===== config.mk =====
export PLATFORM = sky130hd
export DESIGN_NAME = dmem_dual_issue_arbiter_flat
export DESIGN_NICKNAME = d
export VERILOG_FILES = /design/src/rtl/dmem_dual_issue_arbiter_if.sv /design/src/rtl/dmem_dual_issue_arbiter.sv /design/src/flat_wrapper.sv
export SDC_FILE = /design/constraint.sdc
export NUM_CORES = 1
export LEC_CHECK = 0
export CAP_MARGIN = 20
export CELL_PAD_IN_SITES_DETAIL_PLACEMENT = 1
export CELL_PAD_IN_SITES_GLOBAL_PLACEMENT = 1
export CORE_ASPECT_RATIO = 0.8
export CORE_MARGIN = 2
export CORE_UTILIZATION = 27
export CTS_CLUSTER_DIAMETER = 80
export DETAILED_ROUTE_END_ITERATION = 10
export GPL_ROUTABILITY_DRIVEN = 1
export HOLD_SLACK_MARGIN = 0.03
export PLACE_DENSITY_LB_ADDON = 0.2
export SLEW_MARGIN = 25
export SYNTH_ARGS = -nofsm -noshare
export SYNTH_HDL_FRONTEND = slang
export SYNTH_SLANG_ARGS = --single-unit

===== constraint.sdc =====
create_clock -name clk -period 2.9 [get_ports clk]
set_input_delay 0.58 -clock clk [delete_from_list [all_inputs] [get_ports clk]]
set_output_delay 0.58 -clock clk [all_outputs]
set_load 0.01 [all_outputs]

===== src/rtl/dmem_dual_issue_arbiter_if.sv =====
// Purpose : bundles the two execute-slot requests, the data-memory port and the load response.
// Latency : none (signal bundle only).
// Backpress: stall is the only backpressure; it holds the front end for one cycle per conflict.
// Ports   : slave = arbiter side, master = CPU/memory side.
interface dmem_dual_issue_arbiter_if #(
    parameter int XLEN  = 32,
    parameter int CNT_W = 16
);
    // Slot requests
    logic            req0_re;
    logic [3:0]      req0_we;
    logic [XLEN-1:0] req0_addr;
    logic [XLEN-1:0] req0_wdata;
    logic [4:0]      req0_rd;
    logic            req1_re;
    logic [3:0]      req1_we;
    logic [XLEN-1:0] req1_addr;
    logic [XLEN-1:0] req1_wdata;
    logic [4:0]      req1_rd;
    // Front-end hold
    logic            stall;
    // Memory port
    logic [XLEN-1:0] data_addr;
    logic [XLEN-1:0] data_wdata;
    logic [3:0]      data_we;
    logic            data_re;
    logic [XLEN-1:0] data_rdata;
    // Load response
    logic            resp_valid;
    logic            resp_slot;
    logic [4:0]      resp_rd;
    logic [XLEN-1:0] resp_data;
    logic [CNT_W-1:0] conflict_cnt;

    modport slave (
        input  req0_re, req0_we, req0_addr, req0_wdata, req0_rd,
        input  req1_re, req1_we, req1_addr, req1_wdata, req1_rd,
        input  data_rdata,
        output stall, data_addr, data_wdata, data_we, data_re,
        output resp_valid, resp_slot, resp_rd, resp_data, conflict_cnt
    );

    modport master (
        output req0_re, req0_we, req0_addr, req0_wdata, req0_rd,
        output req1_re, req1_we, req1_addr, req1_wdata, req1_rd,
        output data_rdata,
        input  stall, data_addr, data_wdata, data_we, data_re,
        input  resp_valid, resp_slot, resp_rd, resp_data, conflict_cnt
    );
endinterface


===== src/rtl/dmem_dual_issue_arbiter.sv =====
// Purpose : shares one data-memory port between two issue slots; slot0 (older) wins, slot1 is deferred.
// Latency : memory port driven same cycle (combinational); load response one cycle after issue.
// Backpress: stall=1 for exactly one cycle when both slots access memory together.
// Ports   : clk, rst (sync, active-high), bus (slave modport: requests, memory port, response, counter).
module dmem_dual_issue_arbiter #(
    parameter int XLEN  = 32,
    parameter int CNT_W = 16
) (
    input logic                     clk,
    input logic                     rst,
    dmem_dual_issue_arbiter_if.slave bus
);
    typedef enum logic {IDLE, HOLD} state_t;

    state_t           state;
    logic             hold_re;
    logic [3:0]       hold_we;
    logic [XLEN-1:0]  hold_addr;
    logic [XLEN-1:0]  hold_wdata;
    logic [4:0]       hold_rd;
    logic [CNT_W-1:0] cnt;
    logic             pipe_vld;
    logic             pipe_slot;
    logic [4:0]       pipe_rd;

    logic             act0;
    logic             act1;
    logic             ld0;
    logic             ld1;
    logic             port_re;
    logic [3:0]       port_we;
    logic [XLEN-1:0]  port_addr;
    logic [XLEN-1:0]  port_wdata;
    logic             port_stall;
    logic             sel_slot;
    logic [4:0]       sel_rd;

    // A store with re also set is a store: the read is dropped.
    assign act0 = bus.req0_re | (|bus.req0_we);
    assign act1 = bus.req1_re | (|bus.req1_we);
    assign ld0  = bus.req0_re & (bus.req0_we == 4'h0);
    assign ld1  = bus.req1_re & (bus.req1_we == 4'h0);

    // Port mux. Gated by rst so that nothing (including a held store) reaches
    // memory in the reset cycle and no load issued then gets a response.
    always_comb begin
        port_re    = 1'b0;
        port_we    = 4'h0;
        port_addr  = '0;
        port_wdata = '0;
        port_stall = 1'b0;
        sel_slot   = 1'b0;
        sel_rd     = 5'd0;
        if (!rst) begin
            if (state == HOLD) begin
                port_re    = hold_re;
                port_we    = hold_we;
                port_addr  = hold_addr;
                port_wdata = hold_wdata;
                sel_slot   = 1'b1;
                sel_rd     = hold_rd;
            end else if (act0) begin
                port_re    = ld0;
                port_we    = bus.req0_we;
                port_addr  = bus.req0_addr;
                port_wdata = bus.req0_wdata;
                port_stall = act1;
                sel_slot   = 1'b0;
                sel_rd     = bus.req0_rd;
            end else if (act1) begin
                port_re    = ld1;
                port_we    = bus.req1_we;
                port_addr  = bus.req1_addr;
                port_wdata = bus.req1_wdata;
                sel_slot   = 1'b1;
                sel_rd     = bus.req1_rd;
            end
        end
    end

    always_ff @(posedge clk) begin
        if (rst) begin
            state      <= IDLE;
            hold_re    <= 1'b0;
            hold_we    <= 4'h0;
            hold_addr  <= '0;
            hold_wdata <= '0;
            hold_rd    <= 5'd0;
            cnt        <= '0;
            pipe_vld   <= 1'b0;
            pipe_slot  <= 1'b0;
            pipe_rd    <= 5'd0;
        end else begin
            // Response tag follows the load that used the port this cycle.
            pipe_vld  <= port_re;
            pipe_slot <= port_re ? sel_slot : 1'b0;
            pipe_rd   <= port_re ? sel_rd : 5'd0;
            if (state == IDLE) begin
                if (act0 && act1) begin
                    state      <= HOLD;
                    hold_re    <= ld1;
                    hold_we    <= bus.req1_we;
                    hold_addr  <= bus.req1_addr;
                    hold_wdata <= bus.req1_wdata;
                    hold_rd    <= bus.req1_rd;
                    if (cnt != {CNT_W{1'b1}}) begin
                        cnt <= cnt + CNT_W'(1);
                    end
                end
            end else begin
                // Slot1 replays exactly once; req inputs are ignored here.
                state   <= IDLE;
                hold_re <= 1'b0;
                hold_we <= 4'h0;
            end
        end
    end

    assign bus.stall        = port_stall;
    assign bus.data_re      = port_re;
    assign bus.data_we      = port_we;
    assign bus.data_addr    = port_addr;
    assign bus.data_wdata   = port_wdata;
    assign bus.resp_valid   = pipe_vld;
    assign bus.resp_slot    = pipe_slot;
    assign bus.resp_rd      = pipe_rd;
    assign bus.resp_data    = pipe_vld ? bus.data_rdata : '0;
    assign bus.conflict_cnt = cnt;
endmodule


===== src/flat_wrapper.sv =====
// flat-port wrapper written by rule: the top's interface ports become plain ports
module dmem_dual_issue_arbiter_flat 
#(
    parameter int XLEN  = 32,
    parameter int CNT_W = 16
)
  (clk, rst, bus_req0_re, bus_req0_we, bus_req0_addr, bus_req0_wdata, bus_req0_rd, bus_req1_re, bus_req1_we, bus_req1_addr, bus_req1_wdata, bus_req1_rd, bus_data_rdata, bus_stall, bus_data_addr, bus_data_wdata, bus_data_we, bus_data_re, bus_resp_valid, bus_resp_slot, bus_resp_rd, bus_resp_data, bus_conflict_cnt);
  dmem_dual_issue_arbiter_if #(.XLEN(XLEN), .CNT_W(CNT_W)) bus_i ();
  input logic clk;
  input logic rst;
  input wire logic [$bits(bus_i.req0_re)-1:0] bus_req0_re;
  input wire logic [$bits(bus_i.req0_we)-1:0] bus_req0_we;
  input wire logic [$bits(bus_i.req0_addr)-1:0] bus_req0_addr;
  input wire logic [$bits(bus_i.req0_wdata)-1:0] bus_req0_wdata;
  input wire logic [$bits(bus_i.req0_rd)-1:0] bus_req0_rd;
  input wire logic [$bits(bus_i.req1_re)-1:0] bus_req1_re;
  input wire logic [$bits(bus_i.req1_we)-1:0] bus_req1_we;
  input wire logic [$bits(bus_i.req1_addr)-1:0] bus_req1_addr;
  input wire logic [$bits(bus_i.req1_wdata)-1:0] bus_req1_wdata;
  input wire logic [$bits(bus_i.req1_rd)-1:0] bus_req1_rd;
  input wire logic [$bits(bus_i.data_rdata)-1:0] bus_data_rdata;
  output wire logic [$bits(bus_i.stall)-1:0] bus_stall;
  output wire logic [$bits(bus_i.data_addr)-1:0] bus_data_addr;
  output wire logic [$bits(bus_i.data_wdata)-1:0] bus_data_wdata;
  output wire logic [$bits(bus_i.data_we)-1:0] bus_data_we;
  output wire logic [$bits(bus_i.data_re)-1:0] bus_data_re;
  output wire logic [$bits(bus_i.resp_valid)-1:0] bus_resp_valid;
  output wire logic [$bits(bus_i.resp_slot)-1:0] bus_resp_slot;
  output wire logic [$bits(bus_i.resp_rd)-1:0] bus_resp_rd;
  output wire logic [$bits(bus_i.resp_data)-1:0] bus_resp_data;
  output wire logic [$bits(bus_i.conflict_cnt)-1:0] bus_conflict_cnt;
  assign bus_i.req0_re = bus_req0_re;
  assign bus_i.req0_we = bus_req0_we;
  assign bus_i.req0_addr = bus_req0_addr;
  assign bus_i.req0_wdata = bus_req0_wdata;
  assign bus_i.req0_rd = bus_req0_rd;
  assign bus_i.req1_re = bus_req1_re;
  assign bus_i.req1_we = bus_req1_we;
  assign bus_i.req1_addr = bus_req1_addr;
  assign bus_i.req1_wdata = bus_req1_wdata;
  assign bus_i.req1_rd = bus_req1_rd;
  assign bus_i.data_rdata = bus_data_rdata;
  assign bus_stall = bus_i.stall;
  assign bus_data_addr = bus_i.data_addr;
  assign bus_data_wdata = bus_i.data_wdata;
  assign bus_data_we = bus_i.data_we;
  assign bus_data_re = bus_i.data_re;
  assign bus_resp_valid = bus_i.resp_valid;
  assign bus_resp_slot = bus_i.resp_slot;
  assign bus_resp_rd = bus_i.resp_rd;
  assign bus_resp_data = bus_i.resp_data;
  assign bus_conflict_cnt = bus_i.conflict_cnt;
  dmem_dual_issue_arbiter #(.XLEN(XLEN), .CNT_W(CNT_W)) u_core (.clk(clk), .rst(rst), .bus(bus_i));
endmodule

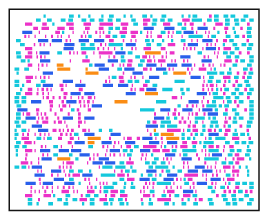
Run 1: placed cells, one colour a class
Drawn at 1.5 px/µm.
combinational and other logic: marked magenta, cells 562, share of their area 38%. other buffers and delay cells: marked cyan, cells 369, share of their area 38%. clock drivers and dummy loads: marked orange, cells 14, share of their area 3.1%. flops: marked blue, cells 98, share of their area 21%.

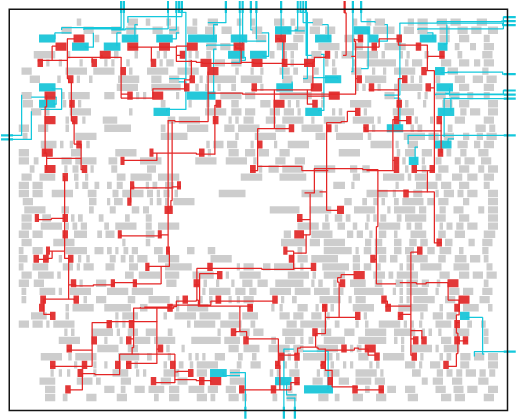
Run 1: wires at chosen ports, followed through buffers
Drawn at 3 px/µm.
`rst`: marked red, direction input, edge top, end cells 158, wire 1,850 µm. `bus_req0_wdata`: marked cyan, direction input, edge 18 top, 9 right, 3 bottom, 2 left, end cells 32, wire 956 µm.

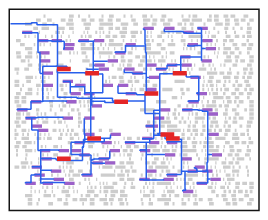
Run 1: clock network drawn from the DEF
Drawn at 1.5 px/µm.
clock drivers: marked red, count 9. clock wires: marked blue, length 1,440 µm. flip-flops: marked purple, count 98.
There are 10 routed clock nets. Position of the flops: spread over the die.

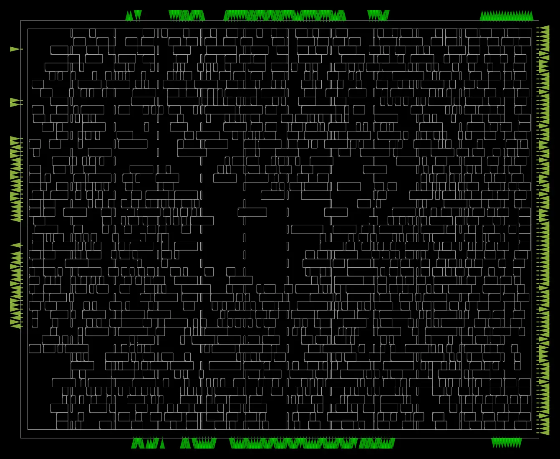
Run 1: placement view
final core utilization: 0.472
num rows: 47
Tapcell Cnt: 269

==> run 1: worst max path at each step <==
| stage | end | from | cells after the start | slack (ps) |
|---|---|---|---|---|
| global route | bus_data_addr[24] | bus_req0_we[0] | 10 | -220 |
| finish | bus_data_addr[24] | bus_req0_we[0] | 10 | -190 |
| global placement | bus_data_addr[20] | bus_req0_we[1] | 8 | -850 |
| detailed placement | bus_data_addr[12] | bus_req0_we[1] | 8 | -880 |
| CTS | bus_data_addr[19] | bus_req0_we[2] | 8 | -130 |
| floorplan | bus_data_addr[10] | bus_req0_we[1] | 7 | 90 |
==> run 1: report_power, final <==
group / total, mW / internal [mW] / switching [mW]
Combinational: 1.06 / 0.532 / 0.529
Clock: 1.22 / 0.704 / 0.518
Sequential: 1.48 / 1.43 / 0.0529
==> run 1: flip-flops by register name (all words and copies together) (netlist names) <==
register / flops
u_core.hold_we: 4
u_core.bus.resp_valid: 1
u_core.hold_wdata: 32
u_core.bus.resp_slot: 1
u_core.bus.resp_rd: 5
u_core.hold_rd: 5
u_core.hold_addr: 32
u_core.hold_re: 1
u_core.bus.conflict_cnt: 16
u_core.state: 1
==> run 1: final cells by class <==
type	instances	area, µm²
fill	2452	10900
timing repair buffer	369	3580
multi-input combinational	560	3540
sequential	98	1970
tap	269	337
clock buffer	11	253
clock inverter	3	40.0
inverter	2	7.51
antenna	1	2.50
==> run 1: worst reg2reg max path, delay by kind of cell (launching register included) <==
family	cells	cell delay, ps
AOI/OAI and AO/OA	2	290
DFF	1	430
buffers and inverters	2	400
and+or+nand+nor	2	980
==> run 1: repair_timing <==
action	in CTS	in global routing
cloned	10	1
gates resized	345	18
endpoints found under the setup margin	70	68
pin swaps	74	18
setup buffers	15	4
hold buffers	0	0
hold endpoints to repair	0	0
==> flow_summary.toml, run 1 <==
# yosys + openroad results
[clock_tree]
cts_sinks = 98
clock_path_buffers = 2
insertion_delay_ps = 340
tritoncts = "yes"

[critical_path]
r2r-start = "u_core.state$_SDFF_PP0_"
worstPathArrival_ps = 2510
slowest_delay_ps = 530
cpMostUsedCell = "buf_12"
path_cells = "buf_6 > or4_4 > or2_4 > nor2_4 > buf_12 > buf_12 > buf_16 > a221oi_2 > nor3_1 > buf_2"
crit_family = "simple AND/OR/NAND/NOR gates"
path_buffers = 5
cp.required_ps = 2320
end_kind = "primary output"

[timing]
hold_viol_final = 0
setup_slack_ps = -193
clock_skew_ps = 7.51
setup_viol = 63
timing.final.crit_period_ps = 3090
fmax_ghz = 0.323
period_used_share = 1.07
setup-tns-final_ps = -4090

[global_route]
gr-usage-met2 = 0.390
grt_pass1_vias = 6810
use_met1 = 0.313
track_usage = 0.235
grt_max_degree = 70

[cells_and_area]
lay_top_cells = "clkdlybuf4s50_1, nand2_1, dfxtp_1, nor2_1, a21oi_1"
area_growth_pct = 72.5
layout_top_cell = "clkdlybuf4s50_1"

[yosys]
largest_area_cell = "dfxtp_1"
yosys_warnings = 0
compound_area_frac = 0.249
fa_ha_area_frac = 0.00222
netlist_top_cells_count = "nand2_1, dfxtp_1, nor2_1"
yosys_cells = 731
ys_sh_simple = 0.318
synth_area_um2 = 5640
top_cell = "nand2_1"
synth_cell_types = 36
synthesis.instances = 731
ys_sh_mux = 0
top_cell_area_share = 0.348
synthTopCellsByArea = "dfxtp_1, a221oi_2, nand2_1"
ys_async_sr_fraction = 0
synth_area_per_cell_um2 = 7.71
topCombFamilyByArea = "simple AND/OR/NAND/NOR gates"

[placed_design]
place_congestion = 0.795
dp_hpwl_um = 17500
placed_cell_area_um2 = 9080
port_buffers = 306
post-place-ws_ps = -883
dp_cells = 1272

[floorplanning]
boundaryPins = 307
die-area_um2 = 22100
dieHeight_um = 133
die_x_um = 166
core_um2 = 20600

[detailed_routing]
wl_um = 26800
drtAntennaViolNets = 0
via_count = 6646
wire_per_inst_um = 20.4
dr_wl_met2_um = 12700
dr.pass1.iters = 4

[outcome]
violations = "setup timing"
status = "finished, violations left"

[power]
power_per_cell_area_nw_per_um2 = 387
ir_worst_vdd_v = 0.000268

[worst_hold_path]
hp-start = "u_core.hold_rd[2]$_SDFFE_PP0P_"
Run 1, sequential cells grouped by signal name:
Drawn at 1.5 px/µm. Other sequential cells in the stronger grey, the rest of the logic in the fainter grey.
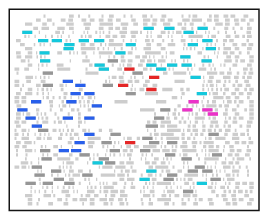

--- run 2 (diff from run 1) ---
- MAX_ROUTING_LAYER: default -> met4
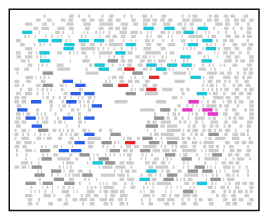
Run 2: sequential cells grouped by signal name
Drawn at 1.5 px/µm. Other sequential cells in the stronger grey, the rest of the logic in the fainter grey.
`u_core.hold_wdata`: marked cyan, placed flops 32, where spread over the die. `u_core.hold_we`: marked magenta, placed flops 4, where right middle. `u_core.bus.conflict_cnt`: marked blue, placed flops 16, where left middle. `u_core.bus.resp_rd`: marked red, placed flops 5.

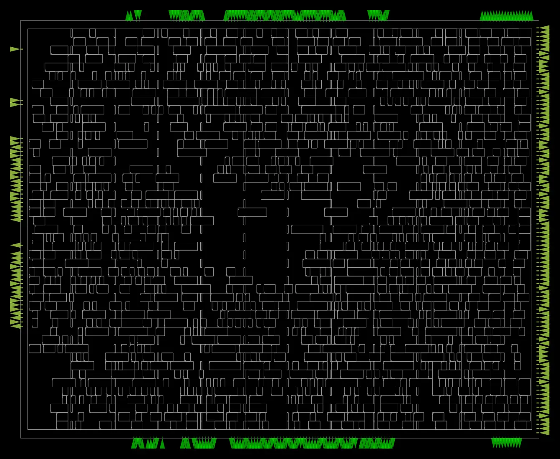
Run 2: placement view
core footprint: 20,600 µm²
flop share of the area: 0.203
final core utilization: 0.472

==> flow_summary.toml, run 2 <==
# yosys + openroad results
[yosys]
synthTopCellsByArea = "dfxtp_1, a221oi_2, nand2_1"
netlist_top_cells_count = "nand2_1, dfxtp_1, nor2_1"
yosys_cells = 731
top_cell = "nand2_1"
synthesis.instances = 731
ys_async_sr_fraction = 0
largest_area_cell = "dfxtp_1"
fa_ha_area_frac = 0.00222
ys_seq_share = 0.348
ys_sh_mux = 0
ys_sh_simple = 0.318
yosys_warnings = 0
topCombFamilyByArea = "simple AND/OR/NAND/NOR gates"
synth_area_um2 = 5640
synth_area_per_cell_um2 = 7.71
compound_area_frac = 0.249
synth_cell_types = 36

[clock_tree]
hold_buffers = 0
tritoncts = "yes"
clock_path_buffers = 2
insertion_delay_ps = 340
cts_sinks = 98

[detailed_routing]
dr.pass1.iters = 4
wl_um = 26900
wire_per_inst_um = 20.4
drtAntennaViolNets = 0
dr_wl_met2_um = 12700

[timing]
setup-tns-final_ps = -4200
setup_slack_ps = -193
slew_violations = 0
timing.final.crit_period_ps = 3090
fmax_ghz = 0.323
hold_viol_final = 0
clock_skew_ps = 7.47
setup_viol = 64

[power]
top_power_group = "registers"
p_switching_mw = 1.10
ir_worst_vdd_v = 0.000269
powerComb_mw = 1.06
sequentialPowerShare = 0.394
swShare = 0.292
powerClk_mw = 1.22
internal_power_mw = 2.66
power.share.clock = 0.325
power_per_cell_area_nw_per_um2 = 388
sequentialPower_mw = 1.48

[placed_design]
placed_cell_area_um2 = 9080
dp_hpwl_um = 17500
post-place-ws_ps = -883
port_buffers = 306
place_congestion = 0.807

[global_route]
grt_max_degree = 70
grt_pass1_vias = 6817
track_usage = 0.242

[job]
warnings = 28

[critical_path]
slowest_delay_ps = 530
worstPathArrival_ps = 2510
path_buffers = 5
cpMostUsedCell = "buf_12"
crit_family = "simple AND/OR/NAND/NOR gates"
cp.required_ps = 2320

[floorplanning]
num_rows = 47
boundaryPins = 307
die-area_um2 = 22100
dieHeight_um = 133
die_x_um = 166

[outcome]
violations = "setup timing"
status = "finished, violations left"

[cells_and_area]
layout_top_cell = "clkdlybuf4s50_1"
area_growth_pct = 72.2
nFillCells = 2453
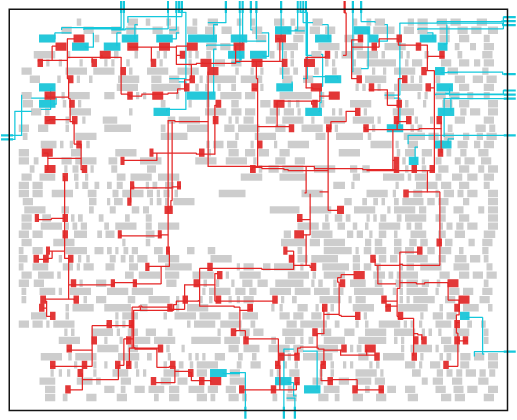
Run 2: wires at chosen ports, followed through buffers
Drawn at 3 px/µm.
`rst`: marked red, direction input, edge top, end cells 158, wire 1,840 µm. `bus_req0_wdata`: marked cyan, direction input, edge 18 top, 9 right, 3 bottom, 2 left, end cells 32, wire 941 µm.

==> run 2: repair_timing <==
item	in CTS	in global routing
endpoints found under the setup margin	70	68
pin swaps	74	16
gates resized	345	17
setup buffers	15	3
cloned	10	1
==> run 2: layer usage <==
metal / up-vias / track usage
met2: 180 / 0.391
met4: 0 / 0.0580
li1: 3215 / -
met1: 3237 / 0.313
met3: 22 / 0.0448
met5: - / -
==> run 2: path summary, 6_finish.rpt <==
path | from | slack [ps] | to | cells after the start
max | bus_req0_we[0] | -190 | bus_data_addr[24] | 10
min | u_core.hold_rd[2]$_SDFFE_PP0P_ | 460 | u_core.hold_rd[2]$_SDFFE_PP0P_ | 2
max reg2reg | u_core.state$_SDFF_PP0_ | 750 | u_core.bus.conflict_cnt[15]$_SDFFE_PP0P_ | 6
min reg2reg | u_core.hold_rd[2]$_SDFFE_PP0P_ | 460 | u_core.hold_rd[2]$_SDFFE_PP0P_ | 2
==> run 2: tightest hold or removal path, stage by stage (launching register included) <==
cell	delay (ps)
dfxtp_1	310
nand2_1	50
a21oi_1	50
==> run 2: metrics by stage <==
step                std cells   util
floorplan                 731      -
global placement         1272  0.441
detailed placement       1272  0.441
CTS                      1311  0.470
global route             1312  0.471
finish                   1313  0.472
==> run 2: kinds of logic after synthesis <==
family,Yosys count
buffers and inverters,73
adders and majority gates,1
and+or+nand+nor,381
DFF,98
AOI/OAI and AO/OA,166
xor gates and xnor gates,12
==> run 2: final cells by class <==
type / instances / area (µm²) / share of cell area
tap: 269 / 337 / 0.0347
timing repair buffer: 368 / 3570 / 0.368
clock inverter: 3 / 40.0 / 0.00412
clock buffer: 11 / 253 / 0.0260
sequential: 98 / 1970 / 0.203
inverter: 2 / 7.51 / 0.000773
multi-input combinational: 560 / 3530 / 0.363
antenna: 2 / 5.00 / 0.000516
Run 2, clock network drawn from the DEF:
Drawn at 1.5 px/µm.
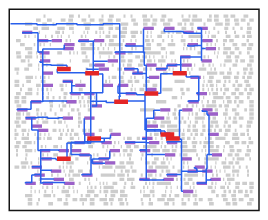

--- run 3 (diff from run 2) ---
- SLEW_MARGIN: 25 -> default
- clock period: 2.9 -> 3 ns (I/O delays scaled with it)
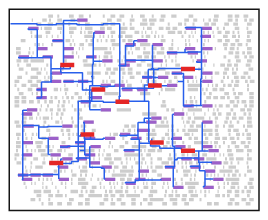
Run 3: clock network drawn from the DEF
Drawn at 1.5 px/µm.
clock drivers: marked red, count 9. flip-flops: marked purple, count 98. clock wires: marked blue, length 1,460 µm.
Position of the flops: spread over the die. There are 10 routed clock nets.

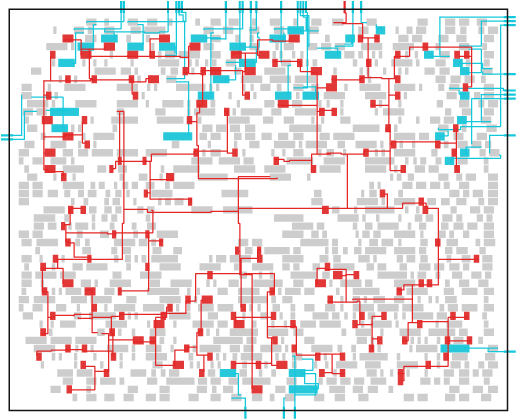
Run 3: wires at chosen ports, followed through buffers
Drawn at 3 px/µm.
`rst`: marked red, direction input, edge top, end cells 158, wire 1,850 µm. `bus_req0_wdata`: marked cyan, direction input, edge 18 top, 9 right, 3 bottom, 2 left, end cells 32, wire 925 µm.

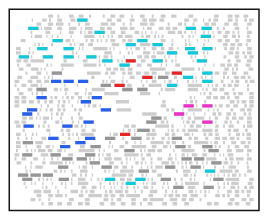
Run 3: sequential cells grouped by signal name
Drawn at 1.5 px/µm. Other sequential cells in the stronger grey, the rest of the logic in the fainter grey.
`u_core.bus.conflict_cnt`: marked blue, placed flops 16, where left middle. `u_core.hold_we`: marked magenta, placed flops 4, where right middle. `u_core.bus.resp_rd`: marked red, placed flops 5. `u_core.hold_wdata`: marked cyan, placed flops 32, where spread over the die.

==> flow_summary.toml, run 3 <==
# yosys + openroad results
[detailed_routing]
wire_per_inst_um = 20.2
drtAntennaViolNets = 0
wl_um = 26500

[placed_design]
dp_hpwl_um = 17400
post-place-ws_ps = -868
placed_cell_area_um2 = 9070
port_buffers = 306
dp_cells = 1273

[yosys]
synth_cell_types = 36
ys_seq_share = 0.348
compound_area_frac = 0.249
yosys_warnings = 0
netlist_top_cells_count = "nand2_1, dfxtp_1, nor2_1"
synthTopCellsByArea = "dfxtp_1, a221oi_2, nand2_1"
top_cell = "nand2_1"
ys_sh_simple = 0.318
ys_async_sr_fraction = 0
ys_sh_mux = 0
synth_area_per_cell_um2 = 7.71
synthesis.instances = 731
largest_area_cell = "dfxtp_1"

[clock_tree]
clock_path_buffers = 2
cts_sinks = 98
tritoncts = "yes"

[timing]
setup_slack_ps = -78.5
fmax_ghz = 0.325
setup_viol = 40
timing.final.crit_period_ps = 3080
hold_viol_final = 0
slew_violations = 0

[floorplanning]
die_x_um = 166
core_um2 = 20600
boundaryPins = 307

[power]
power_per_cell_area_nw_per_um2 = 378
swShare = 0.291
sequentialPowerShare = 0.388
internal_power_mw = 2.62

[critical_path]
crit_family = "simple AND/OR/NAND/NOR gates"
reg2reg_to = "u_core.bus.conflict_cnt[15]$_SDFFE_PP0P_"
r2r_slack_ps = 470
path_buffers = 6
r2r-start = "u_core.state$_SDFF_PP0_"
rr_worst_depth = 6

[job]
warnings = 28

[worst_hold_path]
hold_depth = 2
min_to = "u_core.hold_rd[2]$_SDFFE_PP0P_"
hp-start = "u_core.hold_rd[2]$_SDFFE_PP0P_"

[cells_and_area]
layout_top_cell = "clkdlybuf4s50_1"
area_growth_pct = 73.3
antenna_cells = 0
fin_util = 0.475

[outcome]
status = "finished, violations left"
violations = "setup timing"

[global_route]
track_usage = 0.238
grt_max_degree = 59
## run 3: routing by layer
metal / track usage / wire, µm / vias up
li1: - / - / 3216
met1: 0.305 / 11900 / 3184
met2: 0.388 / 12600 / 193
met3: 0.0486 / 1620 / 24
met4: 0.0512 / 363 / 0
met5: - / 0 / -
## run 3: cell type report
class	count	area [µm²]	share of cell area
inverter	2	7.51	0.000768
tap	269	337	0.0345
sequential	98	1970	0.201
timing repair buffer	372	3590	0.368
multi-input combinational	560	3560	0.364
clock inverter	5	78.8	0.00807
clock buffer	10	229	0.0234
## run 3: power by group through the flow
stage	Combinational [mW]	Sequential [mW]	Clock [mW]
CTS	0.992	1.43	1.29
detailed placement	1.04	1.46	0
finish	1.02	1.43	1.24
floorplan	0.460	1.44	0
global placement	1.03	1.46	0
global route	1.11	1.44	1.34
## run 3: tightest hold or removal path, cell delays in order (launching register included)
cell	delay (ps)
dfxtp_1	310
nand2_1	50
a21oi_1	50
## run 3: timing repair
item,CTS,global route
resized,319,33
endpoints found under the setup margin,70,64
setup buffers,13,7
endpoints found under the hold margin,0,0
hold buffers,0,0
pin swaps,49,23
cloned,8,2
## run 3: metrics by stage
step | TNS, ps | hold WS (ps)
4_1_cts | -1160 | 457
5_1_grt | -4820 | 474
3_5_place_dp | -59200 | 447
2_1_floorplan | 0 | 435
6_report | -1130 | 454
3_3_place_gp | -57060 | 443
## run 3: worst max path at each step
stage | to | slack [ps] | cells past startpoint
after floorplan | bus_data_addr[10] | 150 | 7
after global placement | bus_data_wdata[5] | -830 | 8
after detailed placement | bus_data_addr[15] | -870 | 8
after CTS | bus_data_addr[1] | -110 | 11
after global routing | bus_data_wdata[6] | -140 | 9
final | bus_data_addr[0] | -80 | 11
Power figures rest on the tool's default switching activity, not on a simulated workload.
